## src/rtl/fir_out_pkg.sv

```systemverilog
// Shared widths, limits and the shift/clamp helper for the FIR output stage.
// Latency: none (types, constants and a combinational function only).
// Backpressure: not applicable.
package fir_out_pkg;

    localparam int DEF_IN_W   = 32;
    localparam int DEF_OUT_W  = 16;
    localparam int DROP_CNT_W = 16;
    // Working width for the shift/clamp arithmetic; must cover IN_W+1 bits.
    localparam int CALC_W     = 64;

    typedef logic signed [DEF_OUT_W-1:0] out_sample_t;

    localparam out_sample_t OUT_MAX = out_sample_t'({1'b0, {(DEF_OUT_W-1){1'b1}}});
    localparam out_sample_t OUT_MIN = out_sample_t'({1'b1, {(DEF_OUT_W-1){1'b0}}});

    typedef struct packed {
        logic                     sat;
        logic signed [CALC_W-1:0] q;
    } rs_t;

    // Takes the already rounded (bias-added) sum, shifts it down arithmetically
    // and clamps it into a signed out_w-bit range, flagging when it clamped.
    function automatic rs_t round_sat(input logic signed [CALC_W-1:0] s,
                                      input int shift,
                                      input int out_w);
        rs_t                      r;
        logic signed [CALC_W-1:0] q;
        logic signed [CALC_W-1:0] hi;
        logic signed [CALC_W-1:0] lo;
        q     = s >>> shift;
        hi    = (CALC_W'(1) << (out_w - 1)) - CALC_W'(1);
        lo    = ~hi;
        r.sat = 1'b0;
        r.q   = q;
        if (q > hi) begin
            r.q   = hi;
            r.sat = 1'b1;
        end else if (q < lo) begin
            r.q   = lo;
            r.sat = 1'b1;
        end
        return r;
    endfunction

endpackage

```

## src/rtl/fir_out_fifo.sv

```systemverilog
// Show-ahead synchronous FIFO: head entry is always visible on dat_o.
// Latency: a push is visible on dat_o after the next clock edge (no fall-through).
// Backpressure: push refused when full unless a pop happens on the same edge.
module fir_out_fifo
#(
    parameter int W     = 16,
    parameter int DEPTH = 8
)
(
    input  logic                     clk,
    input  logic                     reset_n,
    input  logic                     push_i,
    input  logic [W-1:0]             push_dat_i,
    input  logic                     pop_i,
    output logic [W-1:0]             dat_o,
    output logic                     full_o,
    output logic                     empty_o,
    output logic [$clog2(DEPTH):0]   level_o
);

    localparam int AW = $clog2(DEPTH);

    logic [W-1:0]  mem_q [DEPTH];
    logic [AW-1:0] wr_ptr_q;
    logic [AW-1:0] rd_ptr_q;
    logic [AW:0]   level_q;
    logic          do_push;
    logic          do_pop;

    assign empty_o = (level_q == '0);
    assign full_o  = (level_q == (AW+1)'(DEPTH));
    assign level_o = level_q;
    assign do_pop  = pop_i && !empty_o;
    assign do_push = push_i && (!full_o || do_pop);
    // Empty FIFO presents zero so dout is 0 out of reset.
    assign dat_o   = empty_o ? '0 : mem_q[rd_ptr_q];

    // Storage needs no reset; the occupancy count decides what is valid.
    always_ff @(posedge clk) begin
        if (do_push) begin
            mem_q[wr_ptr_q] <= push_dat_i;
        end
    end

    // Pointers and occupancy; power-of-two depth lets the pointers wrap naturally.
    always_ff @(posedge clk or negedge reset_n) begin
        if (!reset_n) begin
            wr_ptr_q <= '0;
            rd_ptr_q <= '0;
            level_q  <= '0;
        end else begin
            if (do_push) begin
                wr_ptr_q <= wr_ptr_q + 1'b1;
            end
            if (do_pop) begin
                rd_ptr_q <= rd_ptr_q + 1'b1;
            end
            case ({do_push, do_pop})
                2'b10:   level_q <= level_q + 1'b1;
                2'b01:   level_q <= level_q - 1'b1;
                default: level_q <= level_q;
            endcase
        end
    end

endmodule

```

## src/rtl/fir_output_stage.sv

```systemverilog
// Round/scale/saturate FIR accumulator output, decimate, buffer in a FIFO; optional peak via FIR_OUT_PEAK_EN.
// Latency: din to dout is 3 cycles (bias add, shift/clamp/keep, FIFO write).
// Backpressure: no stall upstream; kept samples arriving at a full FIFO are dropped and counted.
module fir_output_stage
    import fir_out_pkg::*;
#(
    parameter int IN_W       = DEF_IN_W,
    parameter int OUT_W      = DEF_OUT_W,
    parameter int SHIFT      = 15,
    parameter int DECIM      = 4,
    parameter int FIFO_DEPTH = 8
)
(
    input  logic                          clk,
    input  logic                          reset_n,
    input  logic [IN_W-1:0]               din,
    input  logic                          din_en,
    output logic [OUT_W-1:0]              dout,
    output logic                          dout_valid,
    input  logic                          dout_ready,
    output logic                          sat_flag,
    output logic [DROP_CNT_W-1:0]         drop_cnt,
    output logic [$clog2(FIFO_DEPTH):0]   fifo_level,
    input  logic                          stat_clr,
    output logic [OUT_W-1:0]              peak_abs
);

    localparam int PH_W = (DECIM > 1) ? $clog2(DECIM) : 1;
    localparam logic [PH_W-1:0] PH_LAST = PH_W'(DECIM - 1);
    // Half an output LSB, added before the shift for round-half-up.
    localparam logic signed [IN_W:0] RND = {{IN_W{1'b0}}, 1'b1} << (SHIFT - 1);

    // Stage 1: sign-extended input plus rounding bias.
    logic signed [IN_W:0]     s1_d;
    logic signed [IN_W:0]     s1_q;
    logic                     s1_vld_q;

    // Stage 2: clamped sample, its saturation bit and the keep decision.
    logic signed [CALC_W-1:0] s1_ext;
    rs_t                      rs;
    logic                     rs_unused;
    logic [PH_W-1:0]          phase_d;
    logic [PH_W-1:0]          phase_q;
    logic                     s2_vld_q;
    logic [OUT_W-1:0]         s2_dat_q;
    logic                     s2_sat_q;

    // Stage 3: FIFO and status.
    logic                     pop_vld;
    logic                     fifo_full;
    logic                     fifo_empty;
    logic                     drop_evt;
    logic                     sat_flag_q;
    logic [DROP_CNT_W-1:0]    drop_cnt_q;

    assign s1_d      = $signed({din[IN_W-1], din}) + RND;
    assign s1_ext    = CALC_W'(s1_q);
    assign rs        = round_sat(s1_ext, SHIFT, OUT_W);
    // Upper bits are a pure sign extension of the clamped value.
    assign rs_unused = ^rs.q[CALC_W-1:OUT_W];

    // Stage 1 register: valid follows din_en every cycle, data only loads on a sample.
    always_ff @(posedge clk or negedge reset_n) begin
        if (!reset_n) begin
            s1_vld_q <= 1'b0;
            s1_q     <= '0;
        end else begin
            s1_vld_q <= din_en;
            if (din_en) begin
                s1_q <= s1_d;
            end
        end
    end

    // Decimation phase advances only on real samples, so idle cycles hold it.
    always_comb begin
        phase_d = phase_q;
        if (s1_vld_q) begin
            phase_d = (phase_q == PH_LAST) ? '0 : phase_q + 1'b1;
        end
    end

    // Stage 2 register: phase 0 samples are kept, the rest never reach the FIFO.
    always_ff @(posedge clk or negedge reset_n) begin
        if (!reset_n) begin
            phase_q  <= '0;
            s2_vld_q <= 1'b0;
            s2_dat_q <= '0;
            s2_sat_q <= 1'b0;
        end else begin
            phase_q  <= phase_d;
            s2_vld_q <= s1_vld_q && (phase_q == '0);
            if (s1_vld_q) begin
                s2_dat_q <= rs.q[OUT_W-1:0];
                s2_sat_q <= rs.sat;
            end
        end
    end

    assign pop_vld  = dout_valid && dout_ready;
    // A pop on the same edge frees the slot, so only an unpopped full FIFO drops.
    assign drop_evt = s2_vld_q && fifo_full && !pop_vld;

    fir_out_fifo #(
        .W     (OUT_W),
        .DEPTH (FIFO_DEPTH)
    ) u_fifo (
        .clk        (clk),
        .reset_n    (reset_n),
        .push_i     (s2_vld_q),
        .push_dat_i (s2_dat_q),
        .pop_i      (pop_vld),
        .dat_o      (dout),
        .full_o     (fifo_full),
        .empty_o    (fifo_empty),
        .level_o    (fifo_level)
    );

    assign dout_valid = !fifo_empty;

    // Sticky saturation and saturating drop counter; a clear beats a same-cycle event.
    always_ff @(posedge clk or negedge reset_n) begin
        if (!reset_n) begin
            sat_flag_q <= 1'b0;
            drop_cnt_q <= '0;
        end else if (stat_clr) begin
            sat_flag_q <= 1'b0;
            drop_cnt_q <= '0;
        end else begin
            if (s2_vld_q && s2_sat_q) begin
                sat_flag_q <= 1'b1;
            end
            if (drop_evt && (drop_cnt_q != '1)) begin
                drop_cnt_q <= drop_cnt_q + 1'b1;
            end
        end
    end

    assign sat_flag = sat_flag_q;
    assign drop_cnt = drop_cnt_q;

`ifdef FIR_OUT_PEAK_EN
    localparam logic [OUT_W-1:0] MAG_MAX = {1'b0, {(OUT_W-1){1'b1}}};
    localparam logic [OUT_W-1:0] MAG_MIN = {1'b1, {(OUT_W-1){1'b0}}};

    logic [OUT_W-1:0] mag;
    logic [OUT_W-1:0] peak_q;

    // Magnitude of the stage-2 sample; the most negative code folds to the max positive.
    always_comb begin
        mag = s2_dat_q;
        if (s2_dat_q == MAG_MIN) begin
            mag = MAG_MAX;
        end else if (s2_dat_q[OUT_W-1]) begin
            mag = (~s2_dat_q) + 1'b1;
        end
    end

    // Peak follows every kept sample, including ones the FIFO drops.
    always_ff @(posedge clk or negedge reset_n) begin
        if (!reset_n) begin
            peak_q <= '0;
        end else if (stat_clr) begin
            peak_q <= '0;
        end else if (s2_vld_q && (mag > peak_q)) begin
            peak_q <= mag;
        end
    end

    assign peak_abs = peak_q;
`else
    assign peak_abs = '0;
`endif

endmodule

```

## config.mk

```make
export PLATFORM = sky130hd
export DESIGN_NAME = fir_output_stage
export DESIGN_NICKNAME = d
export VERILOG_FILES = /design/src/rtl/fir_out_pkg.sv /design/src/rtl/fir_out_fifo.sv /design/src/rtl/fir_output_stage.sv
export SDC_FILE = /design/constraint.sdc
export NUM_CORES = 1
export LEC_CHECK = 0
export CAP_MARGIN = 20
export CELL_PAD_IN_SITES_DETAIL_PLACEMENT = 1
export CELL_PAD_IN_SITES_GLOBAL_PLACEMENT = 2
export CORE_MARGIN = 2
export CORE_UTILIZATION = 40
export CTS_CLUSTER_DIAMETER = 30
export DETAILED_ROUTE_END_ITERATION = 10
export GPL_TIMING_DRIVEN = 1
export HOLD_SLACK_MARGIN = 0.05
export PLACE_DENSITY_LB_ADDON = 0.1
export SYNTH_ARGS = -nofsm -noshare
export SYNTH_HDL_FRONTEND = slang
export SYNTH_SLANG_ARGS = --single-unit
```

## constraint.sdc

```tcl
create_clock -name clk -period 4.2 [get_ports clk]
set_input_delay 0.42 -clock clk [delete_from_list [all_inputs] [get_ports clk]]
set_output_delay 0.42 -clock clk [all_outputs]
set_load 0.02 [all_outputs]
```

==> results.yml, run 1 <==
# generated from flow reports
status:
  status: "finished, final reports clean"
global_route:
  gr-usage-met3_pct: 3.313
  use_met2_pct: 29.25
  gr-max-usage-layer: "met2"
  grt_pass1_vias: 5488
  grt_max_degree: 44
layout:
  nClkBuffers: 18
  layout.nonclk_buf_share_pct: 7.208
  post-route-cell-area_mm2: 0.01021
  seq_share_pct: 53.85
  comb_area_share_pct: 29.58
route:
  drt_iter0_drc: 282
  via_per_inst: 5.322
  routed_wl_um: 18670
  drc: 0
critical_path:
  crit_type: "reg2out"
  cp_cell_sequence: "buf_4, mux4_2, mux2i_1, nor2_1, clkdlybuf4s50_1"
  required_ns: 3.78
  crit_cells: 5
  arrival_ns: 2.90
sta:
  hold_slack_ns: 0.5008
  skew_ns: 0.01351
  slew_headroom_pct: 29.19
  finalClockPeriodUsage_pct: 79.15
  post-route-min-period_ns: 3.324
  hold_violations: 0
  max_freq_ghz: 0.3008
  timing.final.ws_setup_ns: 0.8757
synth:
  yosys.cell_types.count: 47
  ys_cells: 622
  yosysSeqAreaShare_pct: 63.20
  syn-mean-instance-area_um2: 13.98
  syn_inst: 622
  synth.most_common_cell: "edfxtp_1"
  top_area_share_pct: 44.21
placed_design:
  gp_congestion: 0.8130
pwr:
  p_clk_w: 0.00155
  finalPower_w: 0.005923
  sw_frac_of_total_pct: 32.77
  irDropWorstVdd_mv: 0.2978
clock_network:
  hold_buffers: 0
die:
  fp.dieW_um: 151.4
  die-area_mm2: 0.02293
hold_path:
  hold_path.class: "in2async"
[run 1: kinds of logic (layout without fill, tap and decap cells)]
family / Yosys count / in the layout / synth area share (%)
other: 1 / 16 / 0.04313
AND-OR/OR-AND: 79 / 79 / 6.289
buffers and inverters: 61 / 120 / 3.468
adder cells (fa/ha/maj): 7 / 7 / 1.007
AND/OR/NAND/NOR: 183 / 183 / 10.03
flip-flops: 194 / 194 / 63.20
multiplexers: 80 / 80 / 14.25
XOR/XNOR: 17 / 17 / 1.712
[run 1: sequential cells by signal, indices dropped and copies added (netlist names)]
register	count
u_fifo.mem_q	128
s1_vld_q	1
phase_q	2
s2_dat_q	16
drop_cnt	16
s2_vld_q	1
sat_flag	1
s1_q	18
u_fifo.wr_ptr_q	3
u_fifo.rd_ptr_q	3
u_fifo.level_o	4
s2_sat_q	1
Fig. 1: run 1, sequential cells grouped by signal name
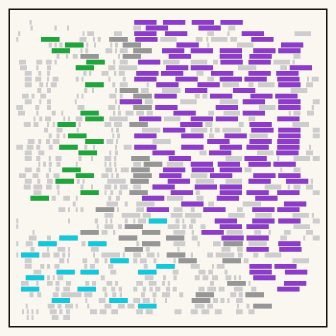
Cyan marks drop_cnt, sequential cells 16. Purple marks u_fifo.mem_q, sequential cells 128. Green marks s1_q, sequential cells 18.
Another 32 sequential cells are not colored.

Fig. 2: run 1, local utilization
The die is cut into 15 by 15 equal tiles; white is low, dark blue is high, 0 to 100% covered.
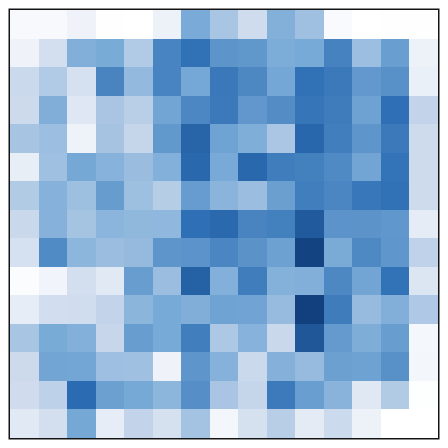
The mean over all tiles is 43%. 4.9% of the tiles are over 75% full. The emptiest ninth of the die: upper left.

Fig. 3: run 1, signal wires on met1
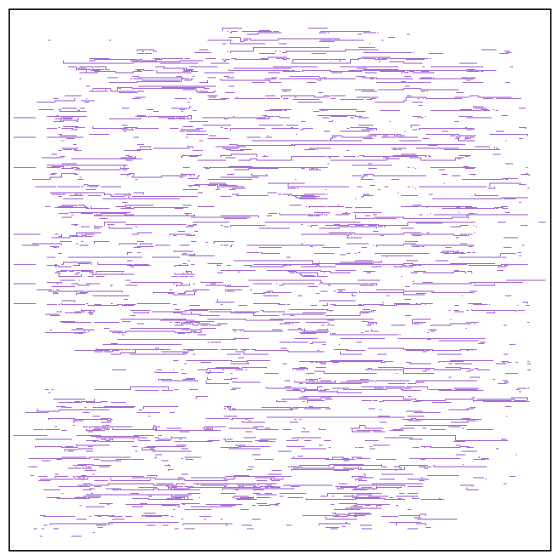
The wires run mostly horizontal. The layer carries 8540 µm of wire. The layer holds 46% of the routed length.

==> run 2, diff against run 1 <==
- clock period: 4.2 -> 3.2 ns (I/O delays scaled with it)
Fig. 4: run 2, cell placement
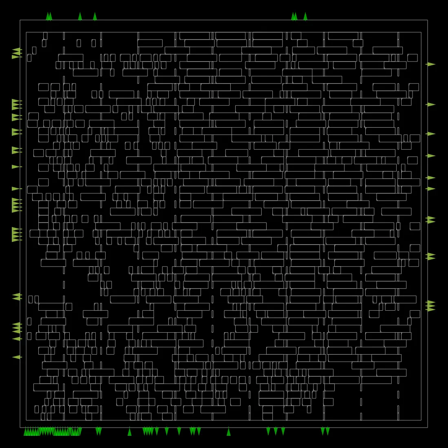
# rows: 53
final non-filler cell total: 976
fill count: 2103
Core Region: 0.02115 mm²
Seq area share: 53.59%

==> results.yml, run 2 <==
# generated from flow reports
status:
  status: "finished, final reports clean"
synth:
  top_area_share_pct: 44.21
  synth-main-ff-cell: "edfxtp_1"
  synth-edff-count: 128
  largest_area_cell: "edfxtp_1"
  syn_inst: 622
  ys_cells: 622
  synth.most_common_cell: "edfxtp_1"
  yosysSeqAreaShare_pct: 63.20
  yosys.cell_types.count: 47
  syn-mean-instance-area_um2: 13.98
critical_path:
  worst-path-buf-inv: 2
  cp-endpoint: "dout[8]"
  required_ns: 2.88
  arrival_ns: 2.65
  crit_cells: 5
  crit_type: "reg2out"
  cp_cell_sequence: "buf_4, mux4_2, mux2i_1, nor2_1, clkdlybuf4s50_1"
pwr:
  irDropWorstVdd_mv: 0.3775
  clkPwrFrac_pct: 27.0
  finalPower_w: 0.007893
  p_seq_w: 0.00342
  powerDensity_mw_per_mm2: 769.5
  pwr-share-comb_pct: 29.6
  seqPwrFrac_pct: 43.4
  sw_frac_of_total_pct: 32.95
  p_clk_w: 0.00213
sta:
  finalClockPeriodUsage_pct: 92.74
  skew_ns: 0.01611
  timing.final.ws_setup_ns: 0.2323
  slew_headroom_pct: 32.24
  post-route-min-period_ns: 2.968
  max_freq_ghz: 0.3370
  rsz0062_at_grt: "false"
  hold_violations: 0
  hold_slack_ns: 0.06512
layout:
  utilization_pct: 48.49
  largestRegisters: "u_fifo.mem_q x128, s1_q x18"
  largest_register_ffs: 128
  post-route-cell-area_mm2: 0.01026
  regMostFlops: "u_fifo.mem_q"
global_route:
  use_met2_pct: 29.07
  grt_pass1_wl_um: 29230
  gr-usage-met3_pct: 3.012
  gr-max-usage-layer: "met2"
  grt_pass1_vias: 5321
  grt_max_degree: 67
  grt_util_all_layers_pct: 16.93
placed_design:
  gp_congestion: 0.8276
die:
  die-area_mm2: 0.02293
  fp.dieW_um: 151.4
clock_network:
  hold_buffers: 0
  cts.sinks: 194
  cts-root-buf: "clkbuf_16"
route:
  wl_per_cell_um: 18.87
  routed_wl_um: 18420
  via_per_inst: 5.288
  drt_iter0_drc: 224
  drc: 0
hold_path:
  hold_path.class: "in2async"
Fig. 5: run 2, sequential cells grouped by signal name
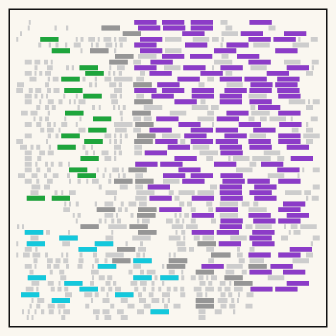
Green marks s1_q, sequential cells 18. Purple marks u_fifo.mem_q, sequential cells 128. Cyan marks drop_cnt, sequential cells 16.

==> run 2: logic make-up after synthesis <==
| logic type | synth area share (%) |
|---|---|
| other | 0.04313 |
| and+or+nand+nor | 10.03 |
| muxes | 14.25 |
| AOI/OAI and AO/OA | 6.289 |
| adders and majority gates | 1.007 |
| buffers and inverters | 3.468 |
| DFF | 63.20 |
| xor gates and xnor gates | 1.712 |
==> run 2: cell type report <==
class                           count  area (µm²)  share of cell area [%]
Inverter                           12       45.04                  0.4391
Tap cell                          275       344.1                   3.354
Timing Repair Buffer               81       765.7                   7.465
Sequential cell                   194        5497                   53.59
Multi-Input combinational cell    382        3005                   29.30
Clock inverter                     15       175.2                   1.708
Clock buffer                       17       425.4                   4.147
==> run 3, diff against run 2 <==
- GPL_ROUTABILITY_DRIVEN: unset -> 0
- clock period: 3.2 -> 3.4 ns (I/O delays scaled with it)
Fig. 6: run 3, signal wires on met1
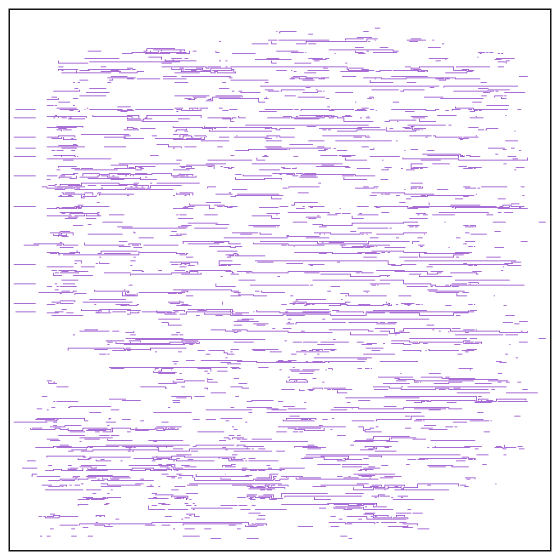
658 nets have wire on it. The layer carries 8350 µm of wire. The layer holds 46% of the routed length. The longest straight run is 50.1 µm.

==> results.yml, run 3 <==
# generated from flow reports
global_route:
  grt_pass1_vias: 5463
  grt_overflow: 0
  grt_max_degree: 35
  grt_pass1_wl_um: 29710
  grt_util_all_layers_pct: 17.03
flow_run:
  cap_violations: 0
  tool_warnings: 41
pwr:
  finalPower_w: 0.007361
  powerDensity_mw_per_mm2: 720.6
  irDropWorstVdd_mv: 0.2818
critical_path:
  arrival_ns: 2.60
  r2r_end: "u_fifo.mem_q[2][0]$_DFFE_PP_"
  cp_top_family: "buffers and inverters"
  required_ns: 3.06
  critPathLaunch: "u_fifo.rd_ptr_q[0]$_DFFE_PN0N_"
  crit_cells: 5
  cp-endpoint: "dout[10]"
  end_kind: "output pin"
  cp_cell_sequence: "buf_4, mux4_2, mux2i_1, nor2_1, clkdlybuf4s50_1"
  crit_type: "reg2out"
  worst-path-buf-inv: 2
synth:
  syn-mean-instance-area_um2: 13.98
  synth-area-yosys_mm2: 0.008695
  compound_area_share_pct: 6.289
  ys_top_logic_family: "multiplexers"
  yosysWarnings: 0
  mux_share_pct: 14.25
  synthArstFlopShare_pct: 34.02
  yosys.cell_types.count: 47
  synth.most_common_cell: "edfxtp_1"
  synth-edff-count: 128
  yosysSeqAreaShare_pct: 63.20
  ys_sh_xor_pct: 1.712
  largest_area_cell: "edfxtp_1"
  synth_flop_count: 194
  area_leaders: "edfxtp_1 (44%), dfrtp_1 (19%), mux4_2 (8.3%)"
  ys_sh_adder_pct: 1.007
  syn_inst: 622
  top_area_share_pct: 44.21
  ys_cells: 622
  synth-main-ff-cell: "edfxtp_1"
  syn_area_mm2: 0.008695
  synth.cellmix.simpleShare_pct: 10.03
die:
  fp.dieW_um: 151.4
  core_mm2: 0.02115
  rows: 53
  die-area_mm2: 0.02293
  core_util_floorplan_pct: 41.10
route:
  drtAntennaViolNets: 0
  routed_wl_um: 18130
  drt_iter0_drc: 340
  wl_per_cell_um: 18.63
  dr.pass1.iters: 4
  via_per_inst: 5.308
  drc: 0
sta:
  finalClockPeriodUsage_pct: 86.55
  finalSetupViolCount: 0
  tightest_slew_ns: 1.055
  timing.final.ws_setup_ns: 0.4575
  max_freq_ghz: 0.3398
  hold_slack_ns: 0.3918
  rsz0062_at_grt: "false"
  hold_violations: 0
  skew_ns: 0.01051
  finalSetupTns_ns: 0
  post-route-min-period_ns: 2.943
  slew_headroom_pct: 29.42
layout:
  utilization_pct: 48.29
  largestRegisters: "u_fifo.mem_q x128, s1_q x18"
  post-route-cell-area_mm2: 0.01021
  largest_register_ffs: 128
  final_cells: 973
  regArea_mm2: 0.005497
  drive_gt1_share_pct: 19.20
  logic_area_mm2: 0.003005
  fillerInstances: 2110
  regMostFlops: "u_fifo.mem_q"
  syn_to_final_growth_pct: 17.48
clock_network:
  cts-root-buf: "clkbuf_16"
  hold_buffers: 1
  htreeDepth: 4
  clock.latency.late_pin_ns: 0.43
  numCtsBuffers: 17
  cts.sinks: 194
  path_clk_slew_ns: 0.08
  cts_resized: 0
placed_design:
  place_ws_ns: 0.7794
  port_buffers: 60
status:
  status: "finished, final reports clean"
hold_path:
  hold_path.class: "in2async"
Fig. 7: run 3, metal 2
Cells faint in the background.
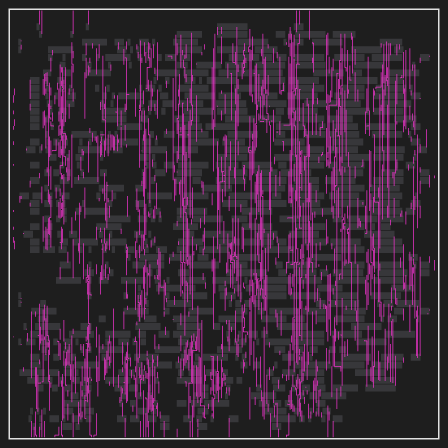
The wires run mostly vertical. The longest straight run is 73.4 µm. The layer carries 8960 µm of wire.

run 3: routing by layer:
layer | global-route usage, % | vias to the layer above | wire, µm | part of all wire, %
li1 | - | 2431 | - | -
met1 | 22.83 | 2626 | 8348 | 46
met2 | 28.48 | 88 | 8964 | 49
met3 | 3.042 | 20 | 540 | 3.0
met4 | 5.047 | 0 | 271 | 1.5
met5 | 0 | - | 0 | 0
run 3: power by group:
| group | leakage (nW) | internal (W) | switching (W) |
|---|---|---|---|
| Combinational | 1.42 | 0.00109 | 0.00113 |
| Sequential | 1.95 | 0.00285 | 0.000316 |
| Clock | 0.290 | 0.00105 | 0.000927 |
run 3: cell type report:
cell class	count	area share, %
clock buffers	18	4.201
clock inverters	14	1.580
inverters	12	0.4410
multi-input cells	382	29.42
flip-flops and latches	194	53.81
well taps	275	3.368
repair buffers	78	7.178
Power and IR drop assume default switching activity.
